## src/rtl/mul_pkg.sv

```systemverilog
// Shared definitions for the multiplier issue/result stage:
// RV32M multiply funct3 codes and the controller state encoding.
package mul_pkg;

    localparam logic [2:0] F3_MUL    = 3'b000;
    localparam logic [2:0] F3_MULH   = 3'b001;
    localparam logic [2:0] F3_MULHSU = 3'b010;
    localparam logic [2:0] F3_MULHU  = 3'b011;

    typedef enum logic [1:0] {
        S_IDLE = 2'd0,
        S_RUN  = 2'd1,
        S_FIX  = 2'd2,
        S_RESP = 2'd3
    } state_e;

endpackage

```

## src/rtl/mul_sign_fix.sv

```systemverilog
// Product sign correction and result-half selection.
// Pure combinational; the caller registers the result.
module mul_sign_fix #(
    parameter int XLEN = 32
) (
    input  logic [2*XLEN-1:0] prod,
    input  logic              neg,
    input  logic              is_low,
    output logic [XLEN-1:0]   result
);

    logic [2*XLEN-1:0] p;

    assign p      = neg ? -prod : prod;
    assign result = is_low ? p[XLEN-1:0] : p[2*XLEN-1:XLEN];

endmodule

```

## src/rtl/multiplier_issue_ctrl.sv

```systemverilog
// Issue/result stage around the multi-cycle unsigned multiplier:
// magnitude conversion, run watchdog, sign fix and result handshake.
module multiplier_issue_ctrl
    import mul_pkg::*;
#(
    parameter int XLEN        = 32,
    parameter int TIMEOUT_CYC = 16,
    parameter int CNT_W       = $clog2(TIMEOUT_CYC + 1)
) (
    input  logic              clk_i,
    input  logic              rst_ni,
    input  logic              valid_i,
    output logic              ready_o,
    input  logic [2:0]        funct3_i,
    input  logic [XLEN-1:0]   rs1_i,
    input  logic [XLEN-1:0]   rs2_i,
    output logic              mult_en_o,
    output logic              mult_clr_o,
    output logic [XLEN-1:0]   op_a_o,
    output logic [XLEN-1:0]   op_b_o,
    input  logic              done_i,
    input  logic [2*XLEN-1:0] product_i,
    output logic              result_valid_o,
    input  logic              result_ready_i,
    output logic [XLEN-1:0]   result_o,
    output logic              err_o
);

    state_e state_q, state_d;

    logic [2:0]        f3_q;
    logic              neg_q;
    logic [CNT_W-1:0]  wdog_q;
    logic [2*XLEN-1:0] prod_q;
    logic [XLEN-1:0]   fix_res;

    logic sa, sb;
    logic illegal, zero_op, timeout;

    always_comb begin
        sa = 1'b0;
        sb = 1'b0;
        unique case (1'b1)
            funct3_i == F3_MULH: begin
                sa = rs1_i[XLEN-1];
                sb = rs2_i[XLEN-1];
            end
            funct3_i == F3_MULHSU: sa = rs1_i[XLEN-1];
            default: ;
        endcase
    end

    assign illegal = funct3_i[2];
    assign zero_op = (rs1_i == '0) || (rs2_i == '0);
    // Last permitted RUN cycle: the count would reach TIMEOUT_CYC here.
    assign timeout = (wdog_q == CNT_W'(TIMEOUT_CYC - 1));

    always_ff @(posedge clk_i or negedge rst_ni) begin
        if (!rst_ni) state_q <= S_IDLE;
        else         state_q <= state_d;
    end

    always_comb begin
        state_d = state_q;
        unique case (state_q)
            S_IDLE: begin
                if (valid_i) begin
                    if (illegal || zero_op) state_d = S_RESP;
                    else                    state_d = S_RUN;
                end
            end
            S_RUN: begin
                if (done_i)       state_d = S_FIX;
                else if (timeout) state_d = S_RESP;
            end
            S_FIX:  state_d = S_RESP;
            S_RESP: if (result_ready_i) state_d = S_IDLE;
            default: state_d = S_IDLE;
        endcase
    end

    always_comb begin
        ready_o        = (state_q == S_IDLE);
        mult_en_o      = (state_q == S_RUN);
        result_valid_o = (state_q == S_RESP);
        // The multiplier's DONE is sticky, so clear it after every run.
        mult_clr_o     = (state_q == S_FIX) ||
                         ((state_q == S_RUN) && timeout && !done_i);
    end

    always_ff @(posedge clk_i or negedge rst_ni) begin
        if (!rst_ni) begin
            f3_q     <= '0;
            neg_q    <= 1'b0;
            op_a_o   <= '0;
            op_b_o   <= '0;
            wdog_q   <= '0;
            prod_q   <= '0;
            result_o <= '0;
            err_o    <= 1'b0;
        end else begin
            unique case (state_q)
                S_IDLE: begin
                    if (valid_i) begin
                        f3_q     <= funct3_i;
                        neg_q    <= sa ^ sb;
                        op_a_o   <= sa ? -rs1_i : rs1_i;
                        op_b_o   <= sb ? -rs2_i : rs2_i;
                        wdog_q   <= '0;
                        result_o <= '0;
                        err_o    <= illegal;
                    end
                end
                S_RUN: begin
                    wdog_q <= wdog_q + CNT_W'(1);
                    if (done_i) begin
                        prod_q <= product_i;
                    end else if (timeout) begin
                        err_o    <= 1'b1;
                        result_o <= '0;
                    end
                end
                S_FIX: result_o <= fix_res;
                S_RESP: begin
                    if (result_ready_i) begin
                        err_o  <= 1'b0;
                        wdog_q <= '0;
                    end
                end
                default: ;
            endcase
        end
    end

    mul_sign_fix #(.XLEN(XLEN)) u_sign_fix (
        .prod   (prod_q),
        .neg    (neg_q),
        .is_low (f3_q == F3_MUL),
        .result (fix_res)
    );

endmodule

```

## config.mk

```make
export PLATFORM = sky130hd
export DESIGN_NAME = multiplier_issue_ctrl
export DESIGN_NICKNAME = d
export VERILOG_FILES = /design/src/rtl/mul_pkg.sv /design/src/rtl/mul_sign_fix.sv /design/src/rtl/multiplier_issue_ctrl.sv
export SDC_FILE = /design/constraint.sdc
export NUM_CORES = 1
export LEC_CHECK = 0
export CAP_MARGIN = 20
export CORE_ASPECT_RATIO = 1.25
export CORE_MARGIN = 10
export CORE_UTILIZATION = 45
export CTS_BUF_LIST = sky130_fd_sc_hd__clkbuf_4 sky130_fd_sc_hd__clkbuf_8
export CTS_CLUSTER_SIZE = 16
export DETAILED_ROUTE_END_ITERATION = 8
export HOLD_SLACK_MARGIN = 0.02
export PLACE_DENSITY = 0.85
export SYNTH_ARGS = -nofsm -noshare
export SYNTH_HDL_FRONTEND = slang
export SYNTH_SLANG_ARGS = --single-unit
```

## constraint.sdc

```tcl
create_clock -name clk_i -period 2.5 [get_ports clk_i]
set_clock_uncertainty 0.15 [all_clocks]
set_input_delay 0.5 -clock clk_i [delete_from_list [all_inputs] [get_ports clk_i]]
set_output_delay 0.5 -clock clk_i [all_outputs]
set_load 0.02 [all_outputs]
```

==> results.cfg, run 1 <==
; synthesis and place-and-route metrics
[routing]
ant_nets = 0
met1_length_mm = 13.0
routed_wl_mm = 38.0
routed-wl-met2_mm = 19.6
dr_total_vias = 10473
wl_per_cell_um = 21.3
drc = 0
via_per_inst = 5.88
drtIter0Drc = 683
wl_met3_mm = 3.61
firstDrtPassIters = 5
topRoutingLayerUsed = met5

[synth]
async_flop_share_pct = 100
mux_share_pct = 8.97
synth_cells = 1038
top_cells_by_count = dfrtp_1 (172), nand2_1 (118), o21ai_0 (113)
xor_share_pct = 8.86
postSynthNetCount = 1183
ys_seq_share_pct = 43.1
synth_cell_types = 70
top_cell_area_share_pct = 43.1
area_leaders = dfrtp_1 (43%), mux2_2 (7.7%), o21ai_0 (5.7%), xor2_1 (4.7%), nand2_1 (4.4%)
top_area_cell = dfrtp_1
post-synth-top-count-cell = dfrtp_1
ys_chip_area_sq_um = 9990
synthAdderAreaFrac_pct = 1.13
ys.flop_type = dfrtp_1
ys_warn_count = 0
edf_count = 0
yosys-stat-cells = 1038
synth.avg_cell_area_sq_um = 9.62
ys_ff = 172
topCombFamilyByArea = simple AND/OR/NAND/NOR gates
netlist_area_sq_um = 9990
simple_gate_area_share_pct = 18.8
synthAoiAreaFrac_pct = 16.2

[die]
fp_util_pct = 46.0
die_h_um = 187
chipArea_sq_um = 28600
die_x_um = 153
ios = 237

[pwr]
p_int_uw = 9850
switching_power_uw = 7630
comb_power_share_pct = 59.5
power.density_nw_per_um2 = 1120
p_seq_uw = 4990
pwr-share-clk_pct = 11.9
p_comb_uw = 10400
peakVddDrop_uv = 617
p_leak_uw = 0.00654
p_clk_uw = 2080
switching_share_pct = 43.6
power-top-group = combinational cells
seqPwrFrac_pct = 28.6
power.total_uw = 17500

[critical_path]
worstSetupPathType = reg -> reg
r2r_cells = 7
end_kind = flop
worstPathCellList = or4_4, nor4_4, buf_4, nand4_1, and3_1, o31a_1, o21ai_1
cpPeakStageDelay_ns = 0.60
endpoint = result_o[16]
crit_arrival_ns = 2.81
r2r-end = result_o[16]
startpoint = prod_q[6]
crit_path_start_kind = flop
critPathMaxFanout = 3
r2r_slack_ns = -0.08
path_depth = 7
required_ns = 2.73
r2r_start = prod_q[6]
crit_family = simple AND/OR/NAND/NOR gates
slowest_stage = or4_4
crit_buf_inv = 1

[global_routing]
grt_pass1_vias = 10799
grt_pass1_wl_mm = 58.1
busiest_layer = met2
grt_use_met3_pct = 8.69
use_met1_pct = 25.8
grt.met2_usage_pct = 44.9
antenna_found_initial = 4
grt.total_usage_pct = 25.0
grt_max_degree = 54
overflow = 0

[cells_and_area]
logic_gates = 788
largest-register = prod_q
logic_area_sq_um = 5970
final_cell_mix = clkdlybuf4s50_1 (231), buf_4 (226), dfrtp_1 (169)
fin_nets = 1634
drive_gt1_share_pct = 31.0
num-nonclk-inverters = 21
sh_comb_area_pct = 38.3
lay_top_count = clkdlybuf4s50_1
area_dominant_class = combinational gates
num_antenna_cells = 1
seq_area_sq_um = 4310
largest_register_ffs = 64
final-nonclk-buf-share_pct = 28.7
clockBufferCount = 19
clk_share_pct = 2.60

[cts]
insertion_delay_ns = 0.46
cts_made_buffers = 17
cts.hold.buffers_added = 1
cts_tree = yes
post_cts_resized = 62
clockRootBuffer = clkbuf_8
numClockSinks = 172
postCtsSetupRepairBufs = 7
cts_buffer_depth = 2
htreeDepth = 4
clk_pin_slew_ns = 0.10

[placement]
dp_worst_setup_slack_ns = -0.527
placed_area_sq_um = 14400
place.gp.congestion = 0.950
dpl.cell_count = 1728
dpl.hpwl_mm = 29.1
io_buffers = 236

[worst_hold_path]
min_delay_path_depth = 2
hold_path_end = op_a_o[24]
min_from = op_a_o[24]
hold_path_class = reg -> reg

[final_timing]
whs_ns = 0.333
setup_violations = 7
period_used_pct = 103
slew_violations = 0
fmax_mhz = 388
rsz0062_at_grt = true
period_minus_slack_ns = 2.58
max_slew_margin_pct = 59.9
fin_setup_tns_ns = -0.254
setup_ws_ns = -0.0766
hold_viol_final = 0
worstMarginPinSlew_ns = 0.594

[job]
tool_warnings = 31
max_cap_viol_count = 0

[status]
status = finished with violations
failed_checks = setup timing
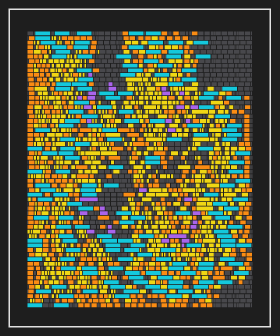
**Above:** run 1 (placement by cell class).
Fill, decap, tap and diode cells in gray.
legend:
  flip-flops:
    color: cyan
    cells: 172
    share_of_their_area: 28%
  all other logic:
    color: yellow
    cells: 809
    share_of_their_area: 40%
  clock drivers and dummy loads:
    color: purple
    cells: 32
    share_of_their_area: 2.7%
  other buffers and delay cells:
    color: orange
    cells: 489
    share_of_their_area: 29%
Seq/total area: 27.6%
Rows: 60
fin area: 15,600 sq um
fin util: 71.9%
Core Area: 21,700 sq um

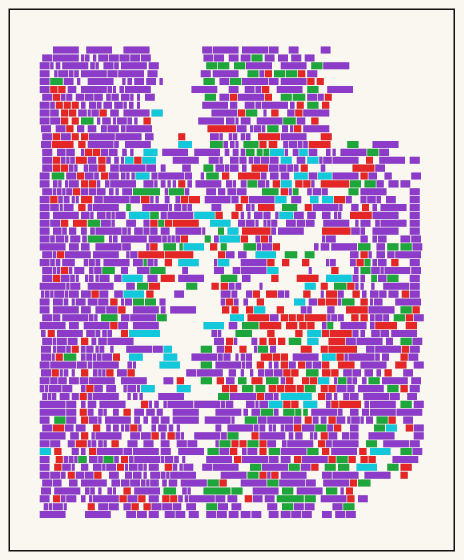
**Above:** run 1 (cells by drive strength).
legend:
  drive 2:
    color: green
    cells: 133
    most_used: mux2_2
  drive 3 to 4:
    color: red
    cells: 279
    most_used: buf_4
  drive 6 and up:
    color: cyan
    cells: 53
    most_used: clkbuf_8
  drive 1 or less:
    color: purple
    cells: 1,037
    most_used: clkdlybuf4s50_1
Area Overhead vs Synth: 56.2%
Non-Clock Buffer Count: 489
PnR worst setup slack: -0.0766 ns

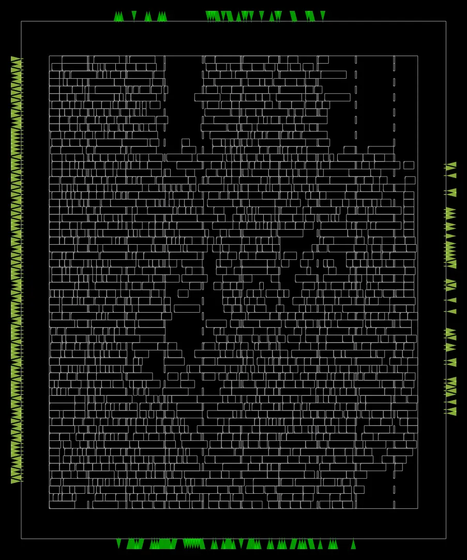
**Above:** run 1 (cell outlines without signal wires).
num tapcells: 279
Flops: 172
Filler Cell Count: 1,516
final std cells w/o fill: 1,782

**Run 1: wiring by layer**

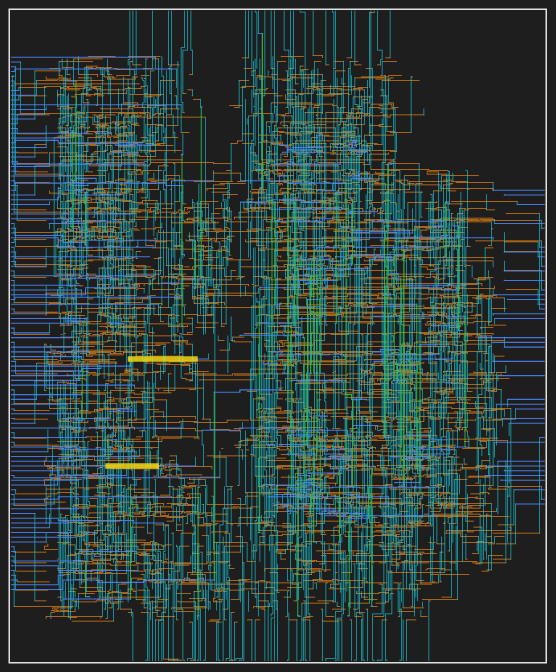

## Run 2: what changed since run 1
PLACE_DENSITY = 0.82   (was 0.85)
clock period = 2.99 ns   (was 2.5 ns; I/O delays follow)
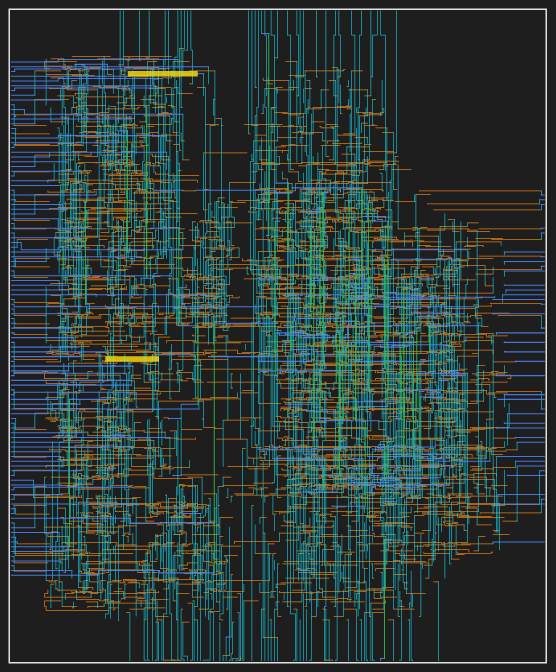
**Above:** run 2 (wiring by layer).
legend:
  met3:
    color: blue
    wire_length: 3,490 um
  met4:
    color: green
    wire_length: 1,200 um
  met5:
    color: yellow
    wire_length: 32.2 um
  met1:
    color: orange
    wire_length: 12,000 um
  met2:
    color: cyan
    wire_length: 16,900 um
wire per inst: 20.7 um
Via Count: 9,434
total wire length: 33.6 mm
GRT Total Usage: 22.8%

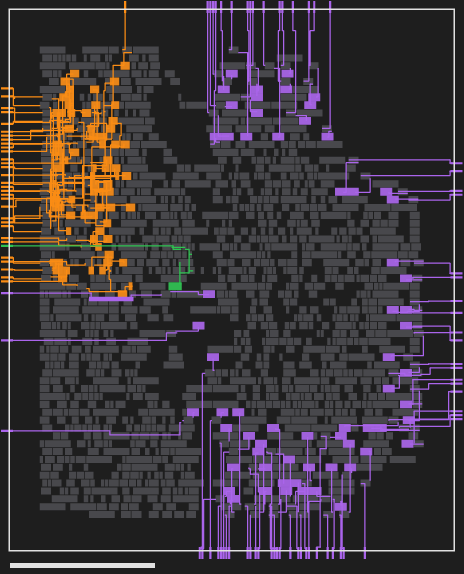
**Above:** run 2 (nets reached from selected ports).
The bar under the picture is 50 um long.
legend:
  rs1_i:
    color: orange
    direction: input
    edge: 31 left, 1 top
    end_cells: 70
    buffers: 49
    wire: 1,570 um
  product_i:
    color: purple
    direction: input
    edge: 27 bottom, 18 right, 16 top, 3 left
    end_cells: 64
    buffers: 64
    wire: 2,280 um
  result_valid_o:
    color: green
    direction: output
    edge: left
    end_cells: 1
    buffers: 1
    wire: 87.4 um
PortBufs: 236
I/O pin cnt: 237

==> run 2 against run 1 <==
Sequential share of layout area rose by 3.9 points. Wire length is 12% lower. Cell count shrank 9.1%. Clock power shrank about 20%. Largest power group unchanged. Synthesized area unchanged. The run now ends clean.
==> results.cfg, run 2 <==
; synthesis and place-and-route metrics
[status]
status = completed

[global_routing]
antenna_found_initial = 3
grt_pass1_wl_mm = 53.4
grt_pass1_vias = 9790
overflow = 0
use_met1_pct = 24.1
grt.met2_usage_pct = 39.6
grt_use_met3_pct = 9.08

[die]
chipArea_sq_um = 28600
rows = 60
tap_cells = 279
die_h_um = 187
fp_util_pct = 46.0

[routing]
met1_length_mm = 12.0
routed-wl-met2_mm = 16.9
wl_met3_mm = 3.49
firstDrtPassIters = 5
drc = 0
drtIter0Drc = 772

[synth]
mux_share_pct = 8.97
synth_cell_types = 70
async_flop_share_pct = 100
synth_cells = 1038
topCombFamilyByArea = simple AND/OR/NAND/NOR gates
ys_warn_count = 0
ys_chip_area_sq_um = 9990
area_leaders = dfrtp_1 (43%), mux2_2 (7.7%), o21ai_0 (5.7%), xor2_1 (4.7%), nand2_1 (4.4%)
top_area_cell = dfrtp_1
yosys-stat-cells = 1038
synth.avg_cell_area_sq_um = 9.62
simple_gate_area_share_pct = 18.8

[pwr]
power.total_uw = 12800
p_seq_uw = 4560
switching_power_uw = 5710
peakVddDrop_uv = 511
comb_power_share_pct = 51.4
power.density_nw_per_um2 = 938
p_leak_uw = 0.00551

[worst_hold_path]
hold_path_end = op_b_o[7]
min_delay_path_depth = 2
min_from = op_b_o[7]

[critical_path]
startpoint = prod_q[14]
worstPathCellList = or4_1, nor4_4, nand2_1, o31a_1, a2111oi_2, a211oi_2
endpoint = result_o[26]
end_kind = flop
r2r_slack_ns = 0.15
crit_arrival_ns = 3.04
path_depth = 6
r2r_cells = 6
required_ns = 3.19
r2r_start = prod_q[14]
slowest_stage = or4_1
worstSetupPathType = reg -> reg
cpPeakStageDelay_ns = 0.70
crit_path_start_kind = flop

[cells_and_area]
syn_to_final_growth_pct = 36.7
num_antenna_cells = 2
signal_buffers = 325
largest-register = prod_q
drive_gt1_share_pct = 16.7
nFillCells = 1813
seq_area_sq_um = 4300
sh_comb_area_pct = 39.7
lay_top_count = clkdlybuf4s50_1
seq_share_pct = 31.5
seq_cells = 172

[cts]
post_cts_resized = 1
numClockSinks = 172
cts_tree = yes
clockRootBuffer = clkbuf_8
cts_made_buffers = 17
cts.hold.buffers_added = 1
clk_pin_slew_ns = 0.09
insertion_delay_ns = 0.48
postCtsSetupRepairBufs = 0

[final_timing]
worstMarginPinSlew_ns = 0.677
whs_ns = 0.340
setup_violations = 0
period_minus_slack_ns = 2.84
rsz0062_at_grt = false
max_slew_margin_pct = 54.8

[placement]
dpl.hpwl_mm = 25.8
placed_area_sq_um = 13300
dp_worst_setup_slack_ns = -0.110
Power is estimated from default activity; no workload was simulated.
